==> config.mk <==
export PLATFORM = sky130hd
export DESIGN_NAME = ft_recovery_unit
export DESIGN_NICKNAME = d
export VERILOG_FILES = /design/src/rtl/ft_recovery_unit.sv
export SDC_FILE = /design/constraint.sdc
export NUM_CORES = 1
export LEC_CHECK = 0
export ABC_CLOCK_PERIOD_IN_PS = 1400
export CAP_MARGIN = 20
export CORE_MARGIN = 2
export CORE_UTILIZATION = 37
export CTS_CLUSTER_DIAMETER = 100
export DETAILED_ROUTE_END_ITERATION = 8
export MAX_ROUTING_LAYER = met4
export PLACE_DENSITY = 0.76
export SYNTH_ARGS = -nofsm -noshare
export SYNTH_HDL_FRONTEND = slang
export SYNTH_SLANG_ARGS = --single-unit
==> constraint.sdc <==
create_clock -name clk_i -period 1.4 [get_ports clk_i]
set_input_delay 0.28 -clock clk_i [delete_from_list [all_inputs] [get_ports clk_i]]
set_output_delay 0.28 -clock clk_i [all_outputs]
set_load 0.02 [all_outputs]
==> src/rtl/ft_recovery_unit.sv <==
// Recovery engine: copies the healthy core's register file (x1 upward) into both cores,
// then restores the checkpointed PC and pulses recovery_done_o for one cycle.
module ft_recovery_unit #(
    parameter int NUM_REGS   = 32,
    parameter int ADDR_WIDTH = 5,
    parameter int DATA_WIDTH = 32
) (
    input  logic                  clk_i,
    input  logic                  rst_ni,
    input  logic                  recover_i,
    input  logic                  core_sel_i,
    input  logic [DATA_WIDTH-1:0] pc_checkpoint_i,
    output logic [ADDR_WIDTH-1:0] rf_raddr_o,
    input  logic [DATA_WIDTH-1:0] rf_rdata_a_i,
    input  logic [DATA_WIDTH-1:0] rf_rdata_b_i,
    output logic                  rf_we_o,
    output logic [ADDR_WIDTH-1:0] rf_waddr_o,
    output logic [DATA_WIDTH-1:0] rf_wdata_o,
    output logic                  pc_we_o,
    output logic [DATA_WIDTH-1:0] pc_o,
    output logic                  busy_o,
    output logic                  recovery_done_o
);

    typedef enum logic [2:0] {IDLE, COPY, DRAIN, PC, DONE} state_t;

    // One extra pointer bit keeps the terminal compare exact when NUM_REGS == 2**ADDR_WIDTH.
    localparam logic [ADDR_WIDTH:0] LAST_ADDR = (ADDR_WIDTH+1)'(NUM_REGS - 1);

    state_t                state_reg;
    logic                  sel_reg;
    logic [DATA_WIDTH-1:0] pc_ckpt_reg;
    logic [ADDR_WIDTH:0]   rd_ptr_reg;
    logic                  we_reg;
    logic [ADDR_WIDTH-1:0] waddr_reg;
    logic                  pc_we_reg;
    logic [DATA_WIDTH-1:0] pc_reg;
    logic                  busy_reg;
    logic                  done_reg;

    always_ff @(posedge clk_i or negedge rst_ni) begin
        if (!rst_ni) begin
            state_reg   <= IDLE;
            sel_reg     <= 1'b0;
            pc_ckpt_reg <= '0;
            rd_ptr_reg  <= '0;
            we_reg      <= 1'b0;
            waddr_reg   <= '0;
            pc_we_reg   <= 1'b0;
            pc_reg      <= '0;
            busy_reg    <= 1'b0;
            done_reg    <= 1'b0;
        end else begin
            we_reg    <= 1'b0;
            waddr_reg <= '0;
            pc_we_reg <= 1'b0;
            pc_reg    <= '0;
            done_reg  <= 1'b0;
            case (state_reg)
                IDLE: begin
                    if (recover_i) begin
                        sel_reg     <= core_sel_i;
                        pc_ckpt_reg <= pc_checkpoint_i;
                        rd_ptr_reg  <= (ADDR_WIDTH+1)'(1);
                        busy_reg    <= 1'b1;
                        state_reg   <= COPY;
                    end
                end
                COPY: begin
                    // The address issued this cycle is written next cycle, when its data returns.
                    we_reg    <= 1'b1;
                    waddr_reg <= rd_ptr_reg[ADDR_WIDTH-1:0];
                    if (rd_ptr_reg == LAST_ADDR) begin
                        rd_ptr_reg <= '0;
                        state_reg  <= DRAIN;
                    end else begin
                        rd_ptr_reg <= rd_ptr_reg + 1'b1;
                    end
                end
                DRAIN: begin
                    pc_we_reg <= 1'b1;
                    pc_reg    <= pc_ckpt_reg;
                    state_reg <= PC;
                end
                PC: begin
                    done_reg  <= 1'b1;
                    state_reg <= DONE;
                end
                DONE: begin
                    busy_reg  <= 1'b0;
                    state_reg <= IDLE;
                end
                default: begin
                    busy_reg  <= 1'b0;
                    rd_ptr_reg <= '0;
                    state_reg <= IDLE;
                end
            endcase
        end
    end

    assign rf_raddr_o      = rd_ptr_reg[ADDR_WIDTH-1:0];
    assign rf_we_o         = we_reg;
    assign rf_waddr_o      = waddr_reg;
    // Read data arrives registered from the core one cycle after the address, so the
    // write data is steered straight through, gated by the registered strobe.
    assign rf_wdata_o      = we_reg ? (sel_reg ? rf_rdata_b_i : rf_rdata_a_i) : '0;
    assign pc_we_o         = pc_we_reg;
    assign pc_o            = pc_reg;
    assign busy_o          = busy_reg;
    assign recovery_done_o = done_reg;

endmodule

Figure 1. Floorplan with the power grid (run 1).
Pins as bars on the die edge.
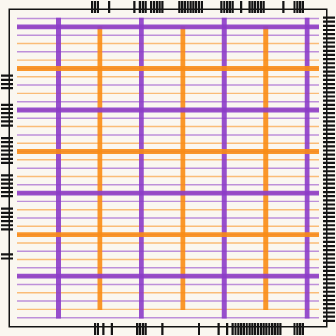
orange -> VDD
purple -> VSS
rows = 36
met5 straps = 7
met1 rails = 37
met4 straps = 7
signal pins = 178

Figure 2. Cells colored by class (run 1).
Scale bar: 20 microns.
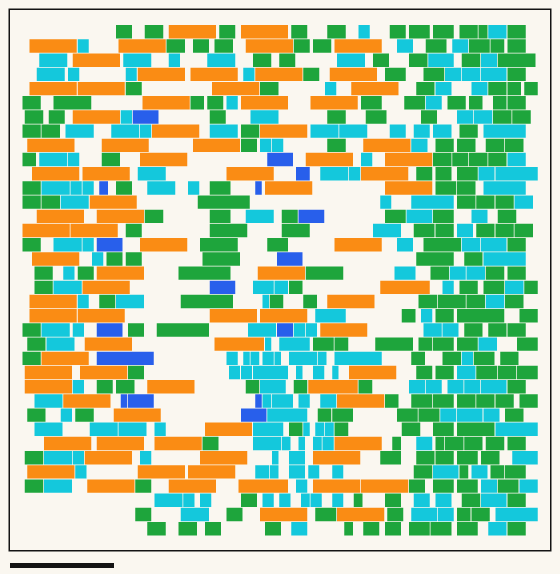
green -> other buffers and delay cells  # cells 227
blue -> clock drivers and dummy loads  # cells 16
orange -> flops  # cells 83
cyan -> combinational and other logic  # cells 181

Figure 3. Clock network drawn from the DEF (run 1).
Scale bar: 20 microns.
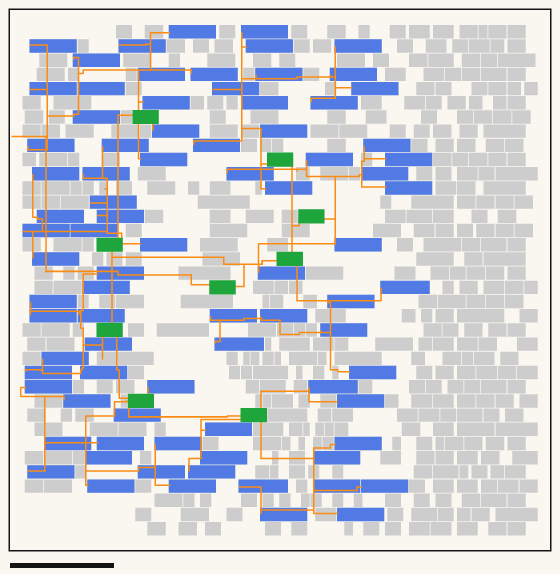
green -> clock drivers  # count 9
orange -> clock wires  # length 944 microns
blue -> flip-flops  # count 83
routed clock nets = 10
source-to-sink clock delay at the later pin of the worst-skew pair: 0.35 ns
Worst Clk Skew: 0.0118 ns
clk pwr: 0.00165 W

==> run summary, run 1 <==
Notes on the physical implementation.

- The top contributor to total power is combinational logic, for reference.
- The fraction of cell area in multi-input combinational cells is reported as 0.275.
- The final report lists the setup-violating endpoint count as 59.
- The synthesis area per yosys is 3660 sq um, for reference.
- The synthesis run identifies the leading combinational cell family as multiplexers.
- The fraction of the mapped netlist area in simple logic gates is 0.162, for reference.
- The finished layout holds between 600 and 700 standard cells, fillers aside.
- For reference, the mux area share after synthesis is 0.189.
- The flow ran to the end, but the final reports show violations.
- Of the total power, combinational logic draws 0.585.
- The post-synth register bit count is 83.
- Broken down by cell family, the worst path's largest delay share belongs to flip-flops.
- Hold analysis lists the worst path endpoint as pc_o[14].
- The net switching power is ~0.0042 W, for reference.
- The final reports fail on setup timing.
- The cell leakage power is 3.15 nW, for reference.
- The register area is 2080 sq um, for reference.
- The registers of the reported paths see a clock transition of 0.08 ns.
- Setup slack on the critical path of the routed design comes to -0.442 ns.
- For this run, the leading register cell type out of synthesis is dfrtp_1.
- For the completed layout, the total cell area is recorded as ~6600 sq um.
- Per the post-synthesis report, the nets total 386.
- Signal routing reaches up to met4.
- The design received a total of 133 well taps at floorplan.
- The count of buffers inserted at the top-level ports is approximately 180, for reference.
==> run 1 -> run 2 <==
--- a/config.mk
+++ b/config.mk
@@ -11,6 +11,7 @@
 export CORE_UTILIZATION = 37
 export CTS_CLUSTER_DIAMETER = 100
 export DETAILED_ROUTE_END_ITERATION = 8
+export GPL_TIMING_DRIVEN = 1
 export MAX_ROUTING_LAYER = met4
 export PLACE_DENSITY = 0.76
 export SYNTH_ARGS = -nofsm -noshare
Figure 4. Clock network drawn from the DEF (run 2).
Scale bar: 20 microns.
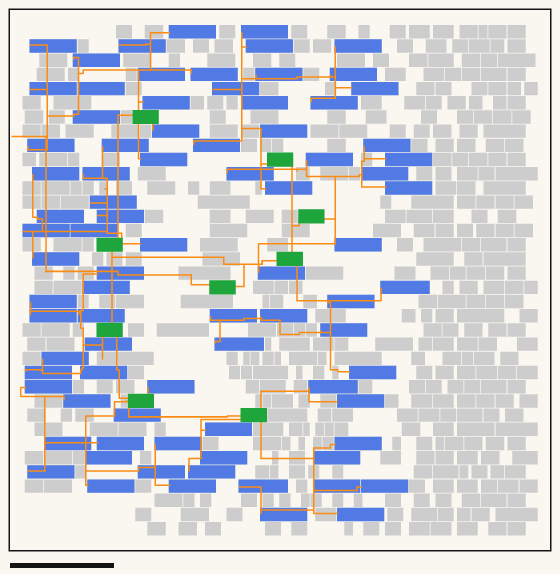
green -> clock drivers  # count 9
orange -> clock wires  # length 944 microns
blue -> flip-flops  # count 83
routed clock nets = 10
part of the total power dissipated in the clock network: 0.132

==> run 2 against run 1 <==
Compared with the run above:
- the run still ends with setup timing left
- routed wire length did not move
- via count did not move
- synthesized cell count did not move
- area after synthesis did not move
- sequential share of layout area did not move
- hold slack did not move
- register-to-register slack barely moved
- final area did not move
- first-iteration DRC count did not move
==> run summary, run 2 <==
Notes on the physical implementation.

- The total of flip-flops plus latches after synthesis is 83 (unchanged), for reference.
- The startpoint identified for the worst hold timing path is pc_ckpt_reg[14].
- The critical path's top delay family is flip-flops, for reference.
- The setup skew after layout was 0.0118 ns (unchanged).
- Ranked by power, first place goes to combinational logic.
- The portion of netlist area occupied by mux cells came to 0.189 (unchanged).
- The count of buffers inserted at the top-level ports was 177 (unchanged).
- The final reports fail on setup timing.
- The aggregate routed wire length is ~11000 microns, for reference.
- The layout has 227 buffers outside the clock class.
- The final tally of setup violations is 59 (unchanged), for reference.
- The final instance count without filler cells was 640 (unchanged).
- The post-route standard cell area excluding fillers came to 6650 sq um (unchanged).
- The fraction of the mapped netlist area in simple logic gates is 0.162 (unchanged), for reference.
- The terminating pin of the worst hold path is pc_o[14], for reference.
- The synthesized net count was 386 (unchanged).
- The post-CTS clock slew at the launch and capture registers of the worst setup and hold paths is 0.08 ns (about the same), for reference.
- The most instantiated flip-flop cell in the synthesis netlist is dfrtp_1, for reference.
- Grouping non-sequential cells by family puts the most area in multiplexers.
- In the final design database the tool counted between 600 and 700 nets.
- The highest routed metal layer is met4, for reference.
- The number of max-slew violations in the final report is 0, for reference.
- The flow ran to the end, but the final reports show violations.
- The met2 routed wirelength is 5780 microns, for reference.
- The count of cell instances traversed by the critical path is 5, for reference.
- The synthesis report gives the async set-or-reset register share as 1.00.
- The well-tap cell count is 133 (unchanged).
- The share of total power in combinational logic was 0.585 (about the same).
- The origin of the critical flop-to-flop path is state_reg[2], for reference.
- TritonCTS built the clock tree.
- Measured against its own limit, the worst slew margin works out to 0.706.
- In the Yosys report the total cell count is about 290.
- The register area is 2080 sq um (unchanged), for reference.
- The net switching power is 0.00425 W (unchanged), for reference.
- The synthesis area per yosys is 3660 sq um (unchanged), for reference.
- The clock latency of the later-clocked register in the worst-skew pair came to 0.35 ns (about the same).
- The cell leakage power is 3.15 nW (unchanged), for reference.
- The fraction of power consumed by sequential logic is 0.283, for reference.
- The worst path setup slack after routing is -0.442 ns (unchanged), for reference.
==> run 2 -> run 3 <==
--- a/config.mk
+++ b/config.mk
@@ -7,7 +7,6 @@
 export LEC_CHECK = 0
 export ABC_CLOCK_PERIOD_IN_PS = 1400
 export CAP_MARGIN = 20
-export CORE_MARGIN = 2
 export CORE_UTILIZATION = 37
 export CTS_CLUSTER_DIAMETER = 100
 export DETAILED_ROUTE_END_ITERATION = 8
Figure 5. Clock network drawn from the DEF (run 3).
Scale bar: 20 microns.
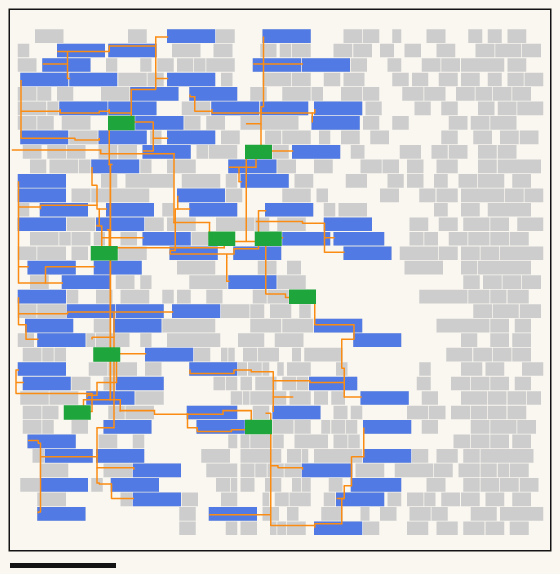
orange -> clock wires  # length 926 microns
green -> clock drivers  # count 9
blue -> flip-flops  # count 83
routed clock nets = 10

==> run 3 against run 2 <==
Compared with the run above:
- the flow still finishes with violations (setup timing)
- clock-buffer cell count is 3 lower
- register-to-register slack gained 0.06 ns
- clock power rose by 16%
- hold slack got worse by 0.095 ns
- global-route usage increased by 1.8 points
- power grew 0.48%
- combinational power decreased by 3%
- critical endpoint is now rf_wdata_o[0]
==> run summary, run 3 <==
Notes on the physical implementation.

- The run finished, with violations left.
- The final reports fail on setup timing.
- The number of max-slew violations in the final report is 0 (unchanged), for reference.
- The relative slew slack was 0.763 (+0.0571).
- Among the non-sequential cells, multiplexers take the most area.
- The fraction of the mapped netlist area in simple logic gates came to 0.162 (unchanged).
- The kind of cell with the highest combined delay along the critical path is buffers and inverters.
- The well-tap cell count is 129 (-3.0%).
- The origin of the critical flop-to-flop path is state_reg[2], for reference.
- The final tally of setup violations is 65 (+10%), for reference.
- The number of cells in Yosys stat is 285 (unchanged).
- The setup skew after layout is 0.00983 ns (-0.00200 ns).
- The largest part of the power goes to combinational logic.
- The share of total power in combinational logic was 0.567 (-0.018).
- The met2 routed wirelength was 5360 microns (-7.2%).
- The synthesis area per yosys is 3660 sq um (unchanged), for reference.
- The fraction of power consumed by sequential logic is 0.281 (-0.002), for reference.
- The clock latency of the later-clocked register in the worst-skew pair came to 0.35 ns (about the same).
- The cell leakage power came to 3.15 nW (-0.12%).
- The share of flip-flops with an asynchronous set or reset after synthesis came to 1.00 (unchanged).
- The portion of netlist area occupied by mux cells came to 0.189 (unchanged).
- The most used flip-flop cell after synthesis is dfrtp_1.
- The post-route standard cell area excluding fillers was 6620 sq um (-0.38%).
- The layout buffer count excluding clock buffers was 220 (-3.1%).
- The clock share of power came to 0.152 (+0.020).
- The highest routed metal layer is met4, for reference.
- The final instance count without filler cells is 629 (-1.7%).
- The register area is 2080 sq um (unchanged), for reference.
- The worst path setup slack after routing is -0.453 ns (-0.0117 ns), for reference.
Power and IR drop assume default switching activity.
